Run 1, routed metal per tile:
(8 px per um) 8 x 9 tiles, from white (low) to dark blue (high), scaled to the fullest tile. Values are wire area over tile area, all layers added.
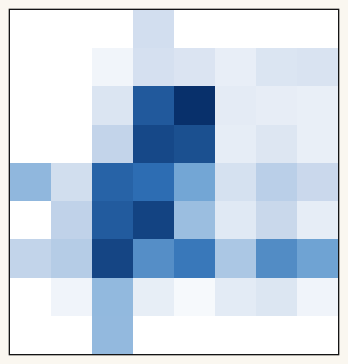
Run 1, routed clock nets over the placement:
(8 px per um)
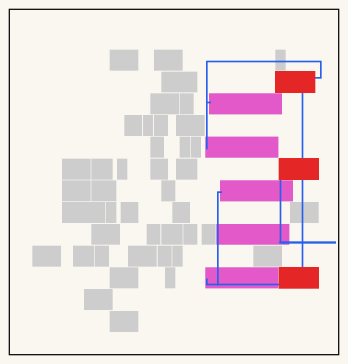
Run 1, gate-type map:
(12 px per um)
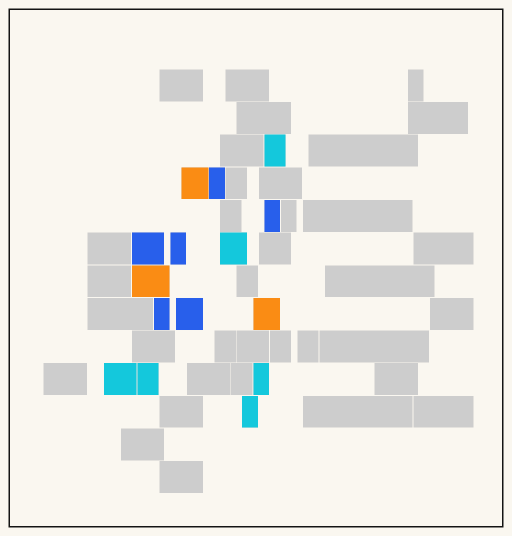
<file path="src/rtl/flux_scheduler.sv">
// Round-robin burst scheduler: FLUX input FIFOs share one actor and one output FIFO.
// A granted flux keeps the actor for up to BURST tokens, then the grant rotates.
module flux_scheduler #(
    parameter  int FLUX      = 2,
    parameter  int BURST     = 4,
    localparam int TAG_WIDTH = (FLUX > 1) ? $clog2(FLUX) : 1,
    localparam int CNT_WIDTH = (BURST > 1) ? $clog2(BURST) : 1
) (
    input  logic                 clk,
    input  logic                 rst,
    input  logic                 en,
    input  logic [FLUX-1:0]      empty,
    input  logic                 full,
    output logic [FLUX-1:0]      read,
    output logic                 write,
    output logic [TAG_WIDTH-1:0] tag,
    output logic                 grant_valid,
    output logic                 burst_done
);

    typedef enum logic {
        IDLE  = 1'b0,
        SERVE = 1'b1
    } state_t;

    state_t               state_q;
    logic [TAG_WIDTH-1:0] tag_q;
    logic [TAG_WIDTH-1:0] ptr_q;
    logic [CNT_WIDTH-1:0] cnt_q;

    logic                 pick_found;
    logic [TAG_WIDTH-1:0] pick_idx;
    logic [TAG_WIDTH-1:0] ptr_d;
    logic                 xfer;
    logic                 last;

    // First non-empty flux starting at ptr_q; the index wraps by subtraction so a
    // non-power-of-2 FLUX never yields an index >= FLUX.
    always_comb begin
        logic [TAG_WIDTH:0] idx;
        // NOTE: every variable gets a default first so no path leaves it unassigned (no latch).
        pick_found = 1'b0;
        pick_idx   = '0;
        idx        = '0;
        for (int k = 0; k < FLUX; k++) begin
            idx = {1'b0, ptr_q} + (TAG_WIDTH+1)'(k);
            if (idx >= (TAG_WIDTH+1)'(FLUX)) begin
                idx = idx - (TAG_WIDTH+1)'(FLUX);
            end
            if (!pick_found && !empty[idx[TAG_WIDTH-1:0]]) begin
                pick_found = 1'b1;
                pick_idx   = idx[TAG_WIDTH-1:0];
            end
        end
    end

    assign ptr_d = (tag_q == TAG_WIDTH'(FLUX-1)) ? '0 : tag_q + 1'b1;
    assign xfer  = (state_q == SERVE) & en & ~empty[tag_q] & ~full;
    assign last  = (cnt_q == CNT_WIDTH'(BURST-1));

    always_comb begin
        read = '0;
        if (xfer) begin
            read[tag_q] = 1'b1;
        end
    end

    assign write       = xfer;
    assign burst_done  = xfer & last;
    assign grant_valid = (state_q == SERVE);
    assign tag         = tag_q;

    // NOTE: sequential state uses non-blocking assignments so every register samples pre-edge values.
    always_ff @(posedge clk or negedge rst) begin
        if (!rst) begin
            state_q <= IDLE;
            tag_q   <= '0;
            ptr_q   <= '0;
            cnt_q   <= '0;
        end else if (en) begin
            case (state_q)
                IDLE: begin
                    if (pick_found) begin
                        tag_q   <= pick_idx;
                        cnt_q   <= '0;
                        state_q <= SERVE;
                    end
                end
                SERVE: begin
                    if (xfer && last) begin
                        state_q <= IDLE;
                        ptr_q   <= ptr_d;
                        cnt_q   <= '0;
                    end else if (xfer) begin
                        cnt_q <= cnt_q + 1'b1;
                    end else if (!full && empty[tag_q]) begin
                        // Flux ran dry before its burst ended: hand the actor on.
                        state_q <= IDLE;
                        ptr_q   <= ptr_d;
                    end
                end
                default: state_q <= IDLE;
            endcase
        end
    end

endmodule
</file>
<file path="config.mk">
export PLATFORM = sky130hd
export DESIGN_NAME = flux_scheduler
export DESIGN_NICKNAME = d
export VERILOG_FILES = /design/src/rtl/flux_scheduler.sv
export SDC_FILE = /design/constraint.sdc
export NUM_CORES = 1
export LEC_CHECK = 0
export CORE_AREA = 2 2 39 41
export CTS_BUF_LIST = sky130_fd_sc_hd__clkbuf_8
export CTS_CLUSTER_DIAMETER = 60
export CTS_CLUSTER_SIZE = 12
export DETAILED_ROUTE_END_ITERATION = 16
export DIE_AREA = 0 0 41 43
export GPL_TIMING_DRIVEN = 0
export PLACE_DENSITY = 0.47
export SLEW_MARGIN = 20
export SYNTH_ARGS = -nofsm -noshare
export SYNTH_HDL_FRONTEND = slang
export SYNTH_SLANG_ARGS = --single-unit
</file>
<file path="constraint.sdc">
create_clock -name clk -period 4 [get_ports clk]
set_clock_uncertainty 0.1 [all_clocks]
set_input_delay 1 -clock clk [delete_from_list [all_inputs] [get_ports clk]]
set_output_delay 1 -clock clk [all_outputs]
set_load 0.01 [all_outputs]
</file>
==> metrics.yaml, run 1 <==
worst_hold_path:
  hold_depth: 2
  min_path_type: "reg2reg"
job:
  maxCapViolCount: 0
drt:
  vias_per_cell: 4.67
  drt_iter0_drc: 4
  vias: 308
  wl_um: 773
  ant_nets: 0
layout:
  fillers: 148
  n_sequential_cell: 5
  seq_share_pct: 25.4
  fin_area_um2: 493
  logic_area_um2: 189
  n_clock_buffer: 3
  num-nonclk-buffers: 11
  comb_cells: 29
  n_antenna_cell: 0
  drive_gt1_share_pct: 12.0
  clk_share_pct: 9.14
synthesis:
  most_common_cell: "dfrtp_1"
  common_cells: "dfrtp_1 (5), nand2_1 (4), o21ai_0 (4)"
  syn_area_um2: 318
  ys_sh_mux_pct: 7.87
  ys_sh_xor_pct: 0
  yosys.area_share.simple_pct: 25.6
  synth_nets: 42
  ys_sh_adder_pct: 3.94
  ys.flops: 5
  avgSynthCellArea_um2: 9.08
  synth_top_area_share_pct: 39.4
  ys.flop_type: "dfrtp_1"
  synthArstFlopShare_pct: 100
clocking:
  cts_tree: "done"
  cts_root_buffer: "clkbuf_8"
  cts_buffer_depth: 2
  cts.htree.levels: 1
  cts-buffers-inserted: 3
  postCtsSetupBuffers: 0
  hold_buffers: 0
power:
  power_density_mw_per_mm2: 660
  combPwrFrac_pct: 39.7
  switching_share_pct: 34.6
  power.switching_mw: 0.113
  vdd_ir_drop_max_mv: 0.147
  p_total_mw: 0.325
  maxPowerGroup: "combinational cells"
setup_path:
  startpoint: "empty[0]"
  arrival_ns: 2.54
  end_kind: "output port"
  setup.worst_path.class: "in2out"
  r2r_cells: 4
  worst-path-max-fanout: 7
  slowest_delay_ns: 0.56
  required_ns: 2.90
  critPathMostFrequentCell: "clkdlybuf4s50_1"
  cp_cell_sequence: "clkdlybuf4s50_1 > mux2_4 > nor2_2 > clkdlybuf4s50_1"
  crit_cells: 4
  r2r_start: "cnt_q[0]"
  crit_family: "buffers and inverters"
sta:
  setup_violations: 0
  fmax_ghz: 0.275
  tns_ns: 0
  relSlewSlack_pct: 81.8
  period_minus_slack_ns: 3.64
  setup_ws_ns: 0.364
  slew_violations: 0
  rsz0062_at_grt: "no"
grt:
  grt_pass1_wl_um: 1260
  grt_max_degree: 8
  first_global_vias: 314
  antenna_found_initial: 0
outcome:
  status: "completed"
place:
  placed_cells: 62
  dpl_worst_slack_ns: 0.382
die:
  tap_cells: 16
  chip_area_mm2: 0.00176
  die_width_um: 41
  io_pins: 12
  fp_util_pct: 23.0
  core_area_mm2: 0.00138
Notes on 'routed metal per tile' above:
nearly empty tiles	31%
mean over tiles	0.069
densest ninth of the die	center
emptiest ninth of the die	north-west
tiles over half the peak	19%

Notes on 'routed clock nets over the placement' above:
[blue] clock wires | length: 103 um
[red] clock drivers | count: 3
[magenta] flip-flops | count: 5
routed clock nets	4
flops lie	east
clock power share: 27.8%
clk pwr: 0.0903 mW
Late-Pin Clk Latency: 0.22 ns

Notes on 'gate-type map' above:
color	family	cells
blue	NAND gates	6
orange	AND and OR gates	3
cyan	NOR gates	6
fin cells: 66
Comb area share: 38.3%
Commonest Layout Cell: clkdlybuf4s50_1

## run 1: cells in the final DEF, fill, tap and decap left out, types with 2 or more instances in the layout
master / synthesis / layout
a21oi_1: 3 / 3
a221o_1: 2 / 2
clkbuf_8: 0 / 3
clkdlybuf4s50_1: 0 / 11
dfrtp_1: 5 / 5
inv_1: 1 / 2
nand2_1: 4 / 4
nor2_1: 2 / 2
nor3_1: 2 / 2
o21ai_0: 4 / 4
## run 1: routing by layer
layer	vias up	part of all wire [%]	track usage (%)
met5	-	0	0
met4	0	0	8.00
met3	0	5.4	0
met2	8	48	14.7
met1	141	47	14.1
li1	159	-	-
## run 1: sequential cells by signal, indices dropped and copies added (netlist names)
signal       count
tag              1
grant_valid      1
ptr_q            1
cnt_q            2
==> run 1 -> run 2 <==
--- a/config.mk
+++ b/config.mk
@@ -12,7 +12,9 @@
 export DETAILED_ROUTE_END_ITERATION = 16
 export DIE_AREA = 0 0 41 43
 export GPL_TIMING_DRIVEN = 0
+export HOLD_SLACK_MARGIN = 0.06
 export PLACE_DENSITY = 0.47
+export SETUP_SLACK_MARGIN = 0.2
 export SLEW_MARGIN = 20
 export SYNTH_ARGS = -nofsm -noshare
 export SYNTH_HDL_FRONTEND = slang
Run 2, gate-type map:
(12 px per um)
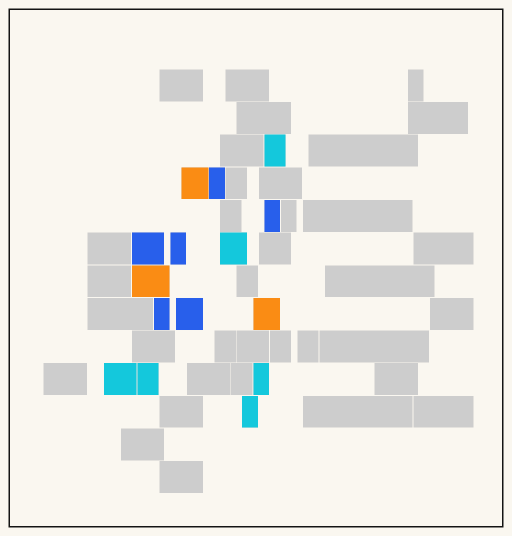
color	family	cells
cyan	NOR gates	6
orange	AND and OR gates	3
blue	NAND gates	6

==> metrics.yaml, run 2 <==
layout:
  fin_area_um2: 493
  comb_area_share_pct: 38.3
  logic_area_um2: 189
  top_register: "cnt_q"
  fillers: 148
  n_sequential_cell: 5
setup_path:
  worst-path-max-fanout: 7
  r2r_start: "cnt_q[0]"
  crit_cells: 4
  slowest_delay_ns: 0.56
  critPathMostFrequentCell: "clkdlybuf4s50_1"
  r2r_cells: 4
synthesis:
  synth_top_area_share_pct: 39.4
  ys_sh_xor_pct: 0
  most_common_cell: "dfrtp_1"
  synth_nets: 42
  ys.flops: 5
  avgSynthCellArea_um2: 9.08
  yosys.area_share.simple_pct: 25.6
  ys.flop_type: "dfrtp_1"
clocking:
  hold_buffers: 0
  cts_buffer_depth: 2
  clock.latency.late_pin_ns: 0.22
  postCtsSetupBuffers: 0
die:
  fp_util_pct: 23.0
  core_area_mm2: 0.00138
  io_pins: 12
sta:
  tns_ns: 0
  slew_violations: 0
  rsz0062_at_grt: "no"
outcome:
  status: "completed"
drt:
  vias: 308
  vias_per_cell: 4.67
  ant_nets: 0
power:
  vdd_ir_drop_max_mv: 0.147
  power.switching_mw: 0.113
worst_hold_path:
  min_path_type: "reg2reg"
grt:
  grt_max_degree: 8
  antenna_found_initial: 0
Run 2, I/O pins on the die edge:
(6 px per um) Pins as bars across the die edge, other pins in gray.
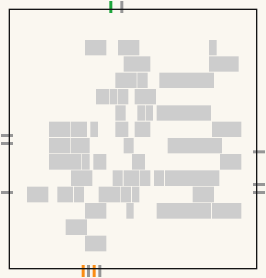
color	port	pins	direction	edge
orange	empty	2	input	south
green	burst_done	1	output	north
all pins by edge	4 south, 3 east, 3 west, 2 north
chip width: 41 um
Die Height: 43 um
# port buffers: 11

[run 2: cell counts after synthesis]
Identical to the previous run, type by type.
[run 2: per-layer routing]
metal | GRT usage, % | wire (um) | up-vias
met1 | 14.1 | 362 | 141
met4 | 8.00 | 0 | 0
met3 | 0 | 42 | 0
met5 | 0 | 0 | -
met2 | 14.7 | 368 | 8
li1 | - | - | 159
[run 2: stage by stage]
step | setup WS, ns | std cells
floorplan | 1.36 | 35
global placement | 0.399 | 62
detailed placement | 0.382 | 62
CTS | 0.373 | 66
global route | 0.307 | 66
finish | 0.364 | 66
Power and IR drop assume default switching activity.
